Figure 1. Met2 routing (run 1).
(2 px per um)
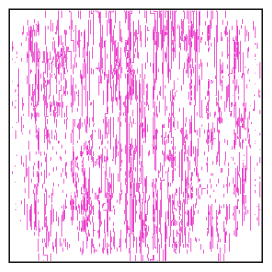
Figure 2. Power grid (run 1).
(3 px per um) Pins as bars on the die edge. Tap cells in grey.
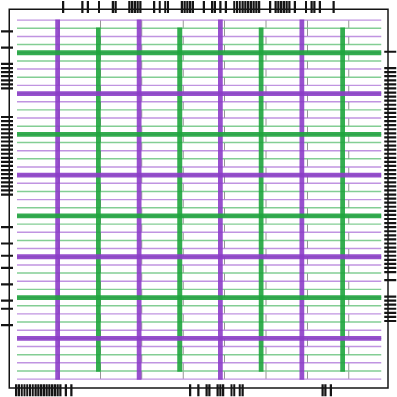
Figure 3. Clock wiring as the flow saved it (run 1).
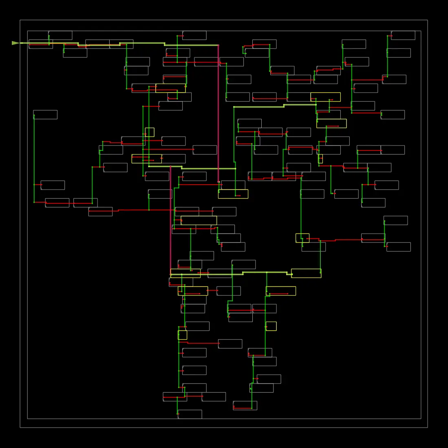
<file path="src/rtl/projection_sequencer.sv">
// Perspective-projects each vertex of a RAM-held list via one shared divider: X, then Y.
// Point latency 3 + 2*(divider latency + 1) cycles (3 if clipped); holds all out_* while out_ready=0.
module projection_sequencer #(
  parameter int NUM_VERTS = 8,
  parameter int ADDR_W    = 3,
  parameter int COORD_W   = 16,
  parameter int VANISH_Z  = -10,
  parameter int Z_DIST    = 20,
  parameter int SCALE     = 1
) (
  input  logic                   clock,
  input  logic                   reset,
  input  logic                   start,
  output logic                   busy,
  output logic                   done,
  output logic [ADDR_W-1:0]      vert_addr,
  input  logic [COORD_W-1:0]     vert_x,
  input  logic [COORD_W-1:0]     vert_y,
  input  logic [COORD_W-1:0]     vert_z,
  output logic                   div_start,
  output logic [2*COORD_W-1:0]   div_num,
  output logic [COORD_W+1:0]     div_den,
  input  logic                   div_done,
  input  logic [2*COORD_W-1:0]   div_quot,
  output logic                   out_valid,
  input  logic                   out_ready,
  output logic [COORD_W-1:0]     out_x,
  output logic [COORD_W-1:0]     out_y,
  output logic [ADDR_W-1:0]      out_idx,
  output logic                   out_clip
);

  localparam int NUM_W = 2 * COORD_W;
  localparam int DEN_W = COORD_W + 2;
  localparam logic signed [NUM_W-1:0] NUM_K   = NUM_W'(SCALE * VANISH_Z);
  localparam logic signed [DEN_W-1:0] DEN_OFS = DEN_W'(Z_DIST + VANISH_Z);
  localparam logic [ADDR_W-1:0]       LAST    = ADDR_W'(NUM_VERTS - 1);

  typedef enum logic [3:0] {
    S_IDLE, S_FETCH, S_LATCH, S_DIVX_REQ, S_DIVX_WAIT,
    S_DIVY_REQ, S_DIVY_WAIT, S_EMIT, S_DONE
  } state_t;

  state_t              state_q, state_d;
  logic [ADDR_W-1:0]   index_q, index_d;
  logic [ADDR_W-1:0]   vert_addr_q, vert_addr_d;
  logic                busy_q, busy_d;
  logic                done_q, done_d;
  logic                div_start_q, div_start_d;
  logic [NUM_W-1:0]    div_num_q, div_num_d;
  logic [DEN_W-1:0]    div_den_q, div_den_d;
  logic [NUM_W-1:0]    num_y_q, num_y_d;
  logic                out_valid_q, out_valid_d;
  logic [COORD_W-1:0]  out_x_q, out_x_d;
  logic [COORD_W-1:0]  out_y_q, out_y_d;
  logic [ADDR_W-1:0]   out_idx_q, out_idx_d;
  logic                out_clip_q, out_clip_d;

  logic signed [NUM_W-1:0] num_x, num_y;
  logic signed [DEN_W-1:0] den;
  logic                    den_le_zero;
  logic                    unused_quot_hi;

  // Numerators are formed at full width so no product can overflow.
  always_comb begin
    num_x       = NUM_K * $signed({{COORD_W{vert_x[COORD_W-1]}}, vert_x});
    num_y       = NUM_K * $signed({{COORD_W{vert_y[COORD_W-1]}}, vert_y});
    den         = $signed({{2{vert_z[COORD_W-1]}}, vert_z}) + DEN_OFS;
    den_le_zero = den[DEN_W-1] || (den == '0);
  end

  assign unused_quot_hi = ^div_quot[NUM_W-1:COORD_W];

  always_comb begin
    state_d     = state_q;
    index_d     = index_q;
    vert_addr_d = vert_addr_q;
    done_d      = 1'b0;
    div_start_d = 1'b0;
    div_num_d   = div_num_q;
    div_den_d   = div_den_q;
    num_y_d     = num_y_q;
    out_valid_d = out_valid_q;
    out_x_d     = out_x_q;
    out_y_d     = out_y_q;
    out_idx_d   = out_idx_q;
    out_clip_d  = out_clip_q;

    case (state_q)
      S_IDLE: begin
        if (start) begin
          index_d     = '0;
          vert_addr_d = '0;
          state_d     = S_FETCH;
        end
      end
      S_FETCH: state_d = S_LATCH;
      S_LATCH: begin
        num_y_d = num_y;
        if (den_le_zero) begin
          out_clip_d  = 1'b1;
          out_x_d     = '0;
          out_y_d     = '0;
          out_valid_d = 1'b1;
          out_idx_d   = index_q;
          state_d     = S_EMIT;
        end else begin
          div_start_d = 1'b1;
          div_num_d   = num_x;
          div_den_d   = den;
          state_d     = S_DIVX_REQ;
        end
      end
      S_DIVX_REQ: state_d = S_DIVX_WAIT;
      S_DIVX_WAIT: begin
        if (div_done) begin
          out_x_d     = div_quot[COORD_W-1:0];
          div_start_d = 1'b1;
          div_num_d   = num_y_q;
          state_d     = S_DIVY_REQ;
        end
      end
      S_DIVY_REQ: state_d = S_DIVY_WAIT;
      S_DIVY_WAIT: begin
        if (div_done) begin
          out_y_d     = div_quot[COORD_W-1:0];
          out_valid_d = 1'b1;
          out_idx_d   = index_q;
          state_d     = S_EMIT;
        end
      end
      S_EMIT: begin
        if (out_ready) begin
          out_valid_d = 1'b0;
          out_clip_d  = 1'b0;
          if (index_q == LAST) begin
            done_d  = 1'b1;
            state_d = S_DONE;
          end else begin
            index_d     = index_q + 1'b1;
            vert_addr_d = index_q + 1'b1;
            state_d     = S_FETCH;
          end
        end
      end
      S_DONE:  state_d = S_IDLE;
      default: state_d = S_IDLE;
    endcase

    // busy stays high through the DONE cycle and drops on return to IDLE.
    busy_d = (state_d != S_IDLE);
  end

  always_ff @(posedge clock) begin
    if (reset) begin
      state_q     <= S_IDLE;
      index_q     <= '0;
      vert_addr_q <= '0;
      busy_q      <= 1'b0;
      done_q      <= 1'b0;
      div_start_q <= 1'b0;
      div_num_q   <= '0;
      div_den_q   <= '0;
      num_y_q     <= '0;
      out_valid_q <= 1'b0;
      out_x_q     <= '0;
      out_y_q     <= '0;
      out_idx_q   <= '0;
      out_clip_q  <= 1'b0;
    end else begin
      state_q     <= state_d;
      index_q     <= index_d;
      vert_addr_q <= vert_addr_d;
      busy_q      <= busy_d;
      done_q      <= done_d;
      div_start_q <= div_start_d;
      div_num_q   <= div_num_d;
      div_den_q   <= div_den_d;
      num_y_q     <= num_y_d;
      out_valid_q <= out_valid_d;
      out_x_q     <= out_x_d;
      out_y_q     <= out_y_d;
      out_idx_q   <= out_idx_d;
      out_clip_q  <= out_clip_d;
    end
  end

  assign busy      = busy_q;
  assign done      = done_q;
  assign vert_addr = vert_addr_q;
  assign div_start = div_start_q;
  assign div_num   = div_num_q;
  assign div_den   = div_den_q;
  assign out_valid = out_valid_q;
  assign out_x     = out_x_q;
  assign out_y     = out_y_q;
  assign out_idx   = out_idx_q;
  assign out_clip  = out_clip_q;

endmodule

</file>
<file path="config.mk">
export PLATFORM = sky130hd
export DESIGN_NAME = projection_sequencer
export DESIGN_NICKNAME = d
export VERILOG_FILES = /design/src/rtl/projection_sequencer.sv
export SDC_FILE = /design/constraint.sdc
export NUM_CORES = 1
export LEC_CHECK = 0
export CAP_MARGIN = 20
export CORE_MARGIN = 2
export CORE_UTILIZATION = 57
export CTS_CLUSTER_DIAMETER = 50
export CTS_CLUSTER_SIZE = 40
export DETAILED_ROUTE_END_ITERATION = 8
export PLACE_DENSITY_LB_ADDON = 0.1
export RECOVER_POWER = 50
export SYNTH_ARGS = -nofsm -noshare
export SYNTH_HDL_FRONTEND = slang
export SYNTH_SLANG_ARGS = --single-unit
</file>
<file path="constraint.sdc">
create_clock -name clock -period 11.4 [get_ports clock]
set_clock_uncertainty 0.05 [all_clocks]
set_input_delay 2.85 -clock clock [delete_from_list [all_inputs] [get_ports clock]]
set_output_delay 2.85 -clock clock [all_outputs]
set_load 0.02 [all_outputs]
</file>
==> run notes, run 1 <==
Results of the full flow below.

Worst setup path:
- The STA report counts the stages on the worst setup path as 7.
- The run gives the capture point of the worst path as busy.
- Tracing the worst setup path back leads to its startpoint at reset.

Drt:
- Summing over every cut layer, the via total after detailed routing is 6962.
- The run gives the first-pass iteration count of the detailed router as 4.
- The first routing iteration left 370 violations.

Global route:
- The run gives the overall overflow remaining after global route as 0.

Final layout:
- The run puts the growth of design area from synthesis to finish at 21.9%.

Final timing:
- The run puts the number of setup violations in the final report at 0.
- Counting I/O delays and the setup requirement, the final critical path takes 7420 ps.
- The run puts the max-slew headroom at the worst pin at -1.80.
- The run gives the count of pins over their slew limit as 112.

Flow run:
- The run puts the tally of max-capacitance violations at 1.

Floorplanning:
- The run gives the count of pins on the block boundary as 178.
- The run puts the chip footprint at 0.0158 mm^2.

Placement:
- The run gives the placer's final routability congestion estimate as 0.859.

Run status:
- The checks that failed: max-capacitance violations, max-slew violations.
- The run finished, with violations left.

CTS:
- The run puts the total setup buffers inserted after CTS at 0.
- The run gives the number of buffers inserted during clock tree synthesis as 9.
Notes on Figure 1 above:
wire length on this layer: 8460 um
longest straight run: 59.8 um
nets with wire on the layer: 1063

Notes on Figure 2 above:
legend:
  VSS:
    colour: purple
  VDD:
    colour: green
met5 straps: 8
met4 straps: 8
met1 rails: 45

Notes on Figure 3 above:
number of flip-flops and latches: 104
clock network power: 310 uW
clock buffer count: 10

-- run 1: worst min-delay path by stage --
stage	end	from	cells after the start	slack, ps
2_1_floorplan	num_y_q[13]	num_y_q[13]	2	380
3_3_place_gp	num_y_q[4]	num_y_q[4]	2	390
3_5_place_dp	num_y_q[10]	num_y_q[10]	2	400
4_1_cts	num_y_q[10]	num_y_q[10]	2	410
5_1_grt	num_y_q[10]	num_y_q[10]	2	430
6_report	num_y_q[10]	num_y_q[10]	2	400
-- run 1: flip-flops by register name, indices dropped and copies added, names as in the netlist --
register and flops:
div_start 1, out_idx 3, div_num 20, vert_addr 3
num_y_q 20, busy 1, out_x 16, out_valid 1
div_den 17, state_q 4, out_y 16, done 1
out_clip 1
-- run 1: tightest hold or removal path, stage by stage, from the launching register on --
cell and delay [ps]:
dfxtp_1 310, nand2_1 50, a21oi_1 50
-- run 1: cell type report --
| type | instances | area, um^2 | area share |
|---|---|---|---|
| Multi-Input combinational cell | 718 | 5630 | 0.547 |
| Sequential cell | 104 | 2080 | 0.202 |
| Timing Repair Buffer | 166 | 1640 | 0.159 |
| Inverter | 114 | 428 | 0.0415 |
| Tap cell | 184 | 230 | 0.0223 |
| Clock buffer | 10 | 229 | 0.0222 |
| Clock inverter | 5 | 65.1 | 0.00632 |
-- run 1: synth_stat cells (all sizes together), types with 4 or more instances --
cell type,instances,area (um^2)
nand2b,49,307
nor3,15,75.1
clkbuf,30,113
a211oi,19,143
ha,103,1290
a221oi,8,70.1
and2,5,31.3
mux2,12,135
and3,8,50.1
or2,5,31.3
mux2i,50,500
o21a,4,30.0
fa,28,561
or4,5,37.5
xnor2,25,219
nand3b,8,60.1
nor3b,6,45.0
o21bai,7,52.6
and4,4,35.0
a21boi,8,71.3
a31oi,5,31.3
dfxtp,104,2080
nor2,46,173
o31ai,4,30.0
a21o,8,60.1
nand4,4,31.3
inv,114,428
nand2,90,338
nand3,22,110
a21oi,63,327
buf,26,209
or3,6,37.5
nor2b,29,181
xor2,12,105
o21ai,26,134
-- run 1: report_power, final --
group	total (mW)	internal, mW	switching [mW]
clock	0.310	0.172	0.138
sequential	0.408	0.389	0.0183
combinational	0.593	0.264	0.328
-- run 1: stage by stage --
step / utilization / power [mW] / instance area [um^2] / hold WS [ps] / cells
global placement: 0.689 / 1.00 / 10000 / 391 / 1286
global route: 0.709 / 1.41 / 10300 / 426 / 1301
detailed placement: 0.689 / 1.01 / 10000 / 397 / 1286
floorplan: - / 0.857 / 8450 / 382 / 992
finish: 0.709 / 1.31 / 10300 / 404 / 1301
CTS: 0.709 / 1.33 / 10300 / 405 / 1301
-- run 1: per-layer routing --
layer	part of all wire	up-vias	GRT usage
li1	-	3625	-
met1	0.48	3183	0.328
met2	0.47	144	0.381
met3	0.042	10	0.0391
met4	0.0073	0	0.0440
met5	0	-	0
-- run 1: cells by family after synthesis --
group / after synthesis / share of synthesized area
fa+ha+maj: 131 / 0.219
mux: 62 / 0.0752
flops: 104 / 0.246
other cells: 1 / 0.000444
compound gates: 177 / 0.140
xor+xnor: 37 / 0.0383
simple gates: 310 / 0.192
buf+inv: 170 / 0.0887
Figure 4. Metal layers overlaid (run 1).
(3 px per um)
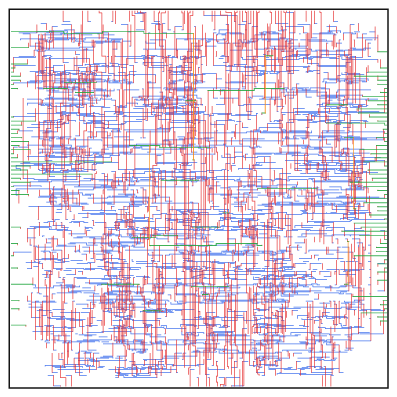

==> run 1 -> run 2 <==
--- a/config.mk
+++ b/config.mk
@@ -7,7 +7,7 @@
 export LEC_CHECK = 0
 export CAP_MARGIN = 20
 export CORE_MARGIN = 2
-export CORE_UTILIZATION = 57
+export CORE_UTILIZATION = 48
 export CTS_CLUSTER_DIAMETER = 50
 export CTS_CLUSTER_SIZE = 40
 export DETAILED_ROUTE_END_ITERATION = 8
==> constraint.sdc (replaced) <==
create_clock -name clock -period 5.97 [get_ports clock]
set_clock_uncertainty 0.05 [all_clocks]
set_input_delay 1.4925 -clock clock [delete_from_list [all_inputs] [get_ports clock]]
set_output_delay 1.4925 -clock clock [all_outputs]
set_load 0.02 [all_outputs]
Figure 5. Metal layers overlaid (run 2).
(3 px per um)
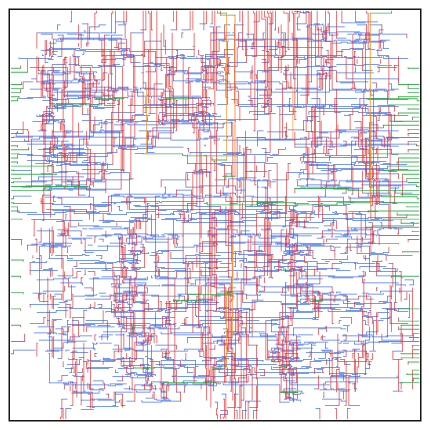
legend:
  metal 2:
    colour: red
    wire_length: 7710 um
  metal 4:
    colour: orange
    wire_length: 261 um
  metal 3:
    colour: green
    wire_length: 898 um
  metal 1:
    colour: blue
    wire_length: 9330 um

==> run 2 against run 1 <==
  * Combinational power is 89% higher
  * Core utilization is 11 points lower
  * Power is 93% higher
  * Cell area is 0.68% higher
  * The flow still finishes with violations (max-capacitance violations, max-slew violations)
  * Non-clock buffer count stayed put
  * Routed wire length is 0.21% higher
  * Sequential power is 91% higher
  * Clock power is 100% higher
==> run notes, run 2 <==
Results of the full flow below.

Final timing:
- The number of setup violations in the final report is 0 (unchanged).
- The run puts the post-route minimum period at 5180 ps.
- The count of pins over their slew limit was 97 (was 112).
- The run gives the minimum hold slack as 407 ps (was 404 ps).

Global route:
- The run gives the overall overflow remaining after global route as 0 (unchanged).

Run status:
- Status: finished with violations (unchanged).
- Failing checks: max-capacitance violations, max-slew violations (unchanged).

Synthesis:
- The run gives the portion of synthesized cell area occupied by the leading cell type as 0.246 (unchanged).
- Top area cells in the synthesized netlist: dfxtp_1 (25%), ha_1 (15%), fa_1 (6.6%), mux2i_1 (5.9%), inv_1 (5.1%) (unchanged).
- The run gives the share of async-settable or async-resettable flops after synthesis as 0 (unchanged).
- Most instantiated cells after synthesis: inv_1 (114), dfxtp_1 (104), ha_1 (103) (unchanged).
- The run gives the cell accounting for the most synthesized area as dfxtp_1 (unchanged).

Flow run:
- The run puts the tally of max-capacitance violations at 1 (unchanged).

Worst setup path:
- Worst path cell trace: clkdlybuf4s50_1 > inv_1 > ha_1 > inv_1 > fa_1 > inv_1 > ha_1 > ha_1 > a21o_1 > a221oi_1 > o31ai_1 > a221oi_1 > xnor2_1 > nor2_1 > o221a_2 (was clkbuf_1 > clkbuf_1 > nor2_1 > o21ai_0 > a31oi_1 > nor3_1 > a21boi_0).

Floorplanning:
- The run puts the count of pins on the block boundary at 178 (unchanged).
- The run gives the chip footprint as 0.0187 mm^2 (was 0.0158 mm^2).

Drt:
- The run gives the first-pass iteration count of the detailed router as 4 (unchanged).
- The run puts the detailed router's first-iteration violation count at 291 (was 370).
- The run gives the count of vias placed by the detailed router as 6848 (was 6962).

Placement:
- The placer's final routability congestion estimate is 0.825 (was 0.859).

CTS:
- The run gives the total setup buffers inserted after CTS as 0 (unchanged).
- The run gives the number of buffers inserted during clock tree synthesis as 9 (unchanged).
[run 2: cell counts after synthesis]
No cell type changed its count.
[run 2: worst min-delay path, stage by stage, from the launching register on]
cell	delay (ps)
dfxtp_1	310
nand2_1	50
a21oi_1	50
[run 2: cell families (layout without fill, tap and decap cells)]
| logic type | after synthesis | after routing | synth area share |
|---|---|---|---|
| AND-OR/OR-AND | 177 | 177 | 0.140 |
| multiplexers | 62 | 62 | 0.0752 |
| buffers and inverters | 170 | 296 | 0.0887 |
| XOR/XNOR | 37 | 37 | 0.0383 |
| other | 1 | 1 | 0.000444 |
| adder cells (fa/ha/maj) | 131 | 131 | 0.219 |
| flip-flops | 104 | 104 | 0.246 |
| AND/OR/NAND/NOR | 310 | 310 | 0.192 |
[run 2: layer usage]
layer / wire, um / up-vias / track usage / share of wire
met2: 7710 / 152 / 0.300 / 0.42
met3: 897 / 15 / 0.0296 / 0.049
met1: 9330 / 3061 / 0.286 / 0.51
li1: - / 3620 / - / -
met4: 260 / 0 / 0.0532 / 0.014
met5: 0 / - / 0 / 0
[run 2: power by group]
group / switching, mW / internal, mW / total, mW
Clock: 0.287 / 0.335 / 0.623
Combinational: 0.619 / 0.504 / 1.12
Sequential: 0.0347 / 0.743 / 0.778
Total: 0.941 / 1.58 / 2.52
[run 2: worst paths after layout]
path | from | end | slack (ps) | cells after the start
min | out_valid | out_valid | 410 | 2
max reg2reg | state_q[1] | div_num[6] | 3460 | 5
min reg2reg | out_valid | out_valid | 410 | 2
max | vert_x[9] | div_num[30] | 790 | 15
[run 2: area by class of cell]
type / count / area, um^2 / area share
multi-input cells: 718 / 5630 / 0.543
flip-flops and latches: 104 / 2080 / 0.201
repair buffers: 166 / 1640 / 0.158
inverters: 114 / 428 / 0.0413
well taps: 225 / 282 / 0.0271
clock buffers: 9 / 225 / 0.0217
clock inverters: 7 / 83.8 / 0.00808
[run 2: stage by stage]
step | area, um^2 | cells | power, mW
2_1_floorplan | 8450 | 992 | 1.64
3_3_place_gp | 10100 | 1327 | 1.92
3_5_place_dp | 10100 | 1327 | 1.93
4_1_cts | 10400 | 1343 | 2.56
5_1_grt | 10400 | 1343 | 2.72
6_report | 10400 | 1343 | 2.52
Figure 6. Met2 routing (run 2).
(2 px per um)
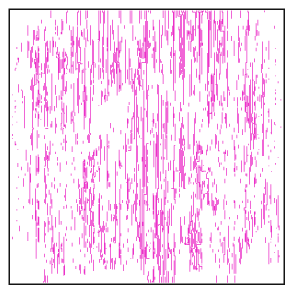

==> run 2 -> run 3 <==
--- a/config.mk
+++ b/config.mk
@@ -7,10 +7,11 @@
 export LEC_CHECK = 0
 export CAP_MARGIN = 20
 export CORE_MARGIN = 2
-export CORE_UTILIZATION = 48
+export CORE_UTILIZATION = 57
 export CTS_CLUSTER_DIAMETER = 50
 export CTS_CLUSTER_SIZE = 40
 export DETAILED_ROUTE_END_ITERATION = 8
+export GPL_TIMING_DRIVEN = 0
 export PLACE_DENSITY_LB_ADDON = 0.1
 export RECOVER_POWER = 50
 export SYNTH_ARGS = -nofsm -noshare
==> constraint.sdc (replaced) <==
create_clock -name clock -period 6.1 [get_ports clock]
set_clock_uncertainty 0.05 [all_clocks]
set_input_delay 1.525 -clock clock [delete_from_list [all_inputs] [get_ports clock]]
set_output_delay 1.525 -clock clock [all_outputs]
set_load 0.02 [all_outputs]
Figure 7. Met2 routing (run 3).
(2 px per um)
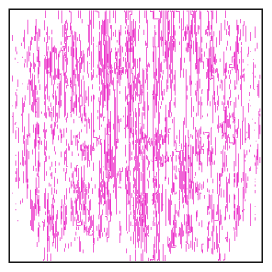
share of all routed wire: 47%
wire length on this layer: 9420 um
nets with wire on the layer: 1120

==> run 3 against run 2 <==
  * The run now ends clean
  * Setup slack improved by 34 ps
  * Non-clock buffer count rose by 47
  * Clock power fell by 5.1%
  * Die size fell by 15%
  * Sequential share of layout area fell by 0.34 points
  * Routed wire length rose by 11%
  * Sequential power fell by 2.7%
  * Largest power group unchanged
  * Highest routed layer unchanged
==> run notes, run 3 <==
Results of the full flow below.

Final timing:
- The run puts the max-slew headroom at the worst pin at 0.419 (was -1.43).
- The count of pins over their slew limit was 0 (was 97).

Global route:
- The run puts the global routing met3 resource utilization at 0.0319 (was 0.0296).
- The global-route met1 utilization was 0.342 (was 0.286).
- The run gives the layer with the highest usage as met2 (unchanged).
- The run puts the met2 routing resource usage after global routing at 0.425 (was 0.300).
- The run gives the overall overflow remaining after global route as 0 (unchanged).

Min path:
- The run gives the cell depth of the worst min-delay path as 2 (unchanged).

CTS:
- The run puts the number of buffers inserted during clock tree synthesis at 9 (unchanged).
- The run puts the total setup buffers inserted after CTS at 0 (unchanged).

Synthesis:
- The run gives the post-synthesis share of cell area spent on and, or, nand and nor gates as 0.192 (unchanged).
- The cell accounting for the most synthesized area was dfxtp_1 (unchanged).
- The parity-gate share of the synthesized area counting xor and xnor cells came to 0.0383 (unchanged).
- The run gives the post-synthesis compound-gate area fraction as 0.140 (unchanged).
- Top area cells in the synthesized netlist: dfxtp_1 (25%), ha_1 (15%), fa_1 (6.6%), mux2i_1 (5.9%), inv_1 (5.1%) (unchanged).
- Most instantiated cells after synthesis: inv_1 (114), dfxtp_1 (104), ha_1 (103) (unchanged).
- The run puts the portion of synthesized cell area occupied by the leading cell type at 0.246 (unchanged).

Final layout:
- The run gives the area taken by multi-input logic gates as 0.00562 mm^2 (was 0.00563 mm^2).
- The growth of design area from synthesis to finish came to 24.9% (was 22.7%).
- The run puts the register area at 0.00208 mm^2 (unchanged).

Placement:
- The placer's final routability congestion estimate is 0.895 (was 0.825).

Drt:
- The run gives the first-pass iteration count of the detailed router as 4 (unchanged).
- The run gives the count of vias placed by the detailed router as 7300 (was 6848).
- The run puts the detailed router's first-iteration violation count at 475 (was 291).

Worst setup path:
- The number of cells on the critical path was 15 (unchanged).

Floorplanning:
- The run puts the count of pins on the block boundary at 178 (unchanged).
- The run gives the chip footprint as 0.0158 mm^2 (was 0.0187 mm^2).

Run status:
- Status: finished clean (was finished with violations).
[run 3: netlist changes by cell type in the layout (fill, tap and decap cells not counted), sizes merged]
cell and delta:
dlygate4sd3 +5, clkbuf +30, clkinv +1, clkinvlp +2, inv -5, buf +20, clkdlybuf4s50 -7
[run 3: path summary, 6_finish.rpt]
check                                 start          end  slack, ps
worst max-delay path              vert_x[1]  div_num[30]        830
worst min-delay path            num_y_q[18]  num_y_q[18]        400
worst max register to register   state_q[0]  div_num[15]       3290
worst min register to register  num_y_q[18]  num_y_q[18]        400
[run 3: tightest hold or removal path, delay by kind of cell (launching register included)]
kind / cells / cell delay, ps
AOI/OAI and AO/OA: 1 / 50
DFF: 1 / 310
and+or+nand+nor: 1 / 50
[run 3: layout make-up]
cell class / count / share of cell area
plain buffers: 56 / 0.0305
clock buffers: 10 / 0.0217
clock inverters: 5 / 0.00664
inverters: 114 / 0.0406
multi-input cells: 718 / 0.533
flip-flops and latches: 104 / 0.197
well taps: 184 / 0.0218
repair buffers: 157 / 0.149
[run 3: kinds of logic after synthesis]
kind of cell | count (synthesis)
and+or+nand+nor | 310
AOI/OAI and AO/OA | 177
buffers and inverters | 170
adders and majority gates | 131
DFF | 104
muxes | 62
xor gates and xnor gates | 37
other | 1
[run 3: power by group]
group / total [mW] / internal (mW) / switching [mW]
Sequential: 0.757 / 0.727 / 0.0294
Clock: 0.591 / 0.321 / 0.271
Combinational: 1.16 / 0.515 / 0.644
[run 3: per-stage QoR]
step	power, mW	area [um^2]	setup WS, ps	cells	hold slack, ps
4_1_cts	2.52	10600	835	1348	404
2_1_floorplan	1.60	8450	1360	992	382
5_1_grt	2.68	10600	577	1348	417
6_report	2.51	10600	828	1348	400
3_5_place_dp	1.93	10300	474	1333	394
3_3_place_gp	1.90	10300	520	1333	391
[run 3: per-layer routing]
metal  vias to the layer above  part of all wire
met3                        30             0.043
met5                         -                 0
met2                       187              0.47
met4                         0             0.023
li1                       3722                 -
met1                      3361              0.47
Power figures rest on the tool's default switching activity, not on a simulated workload.
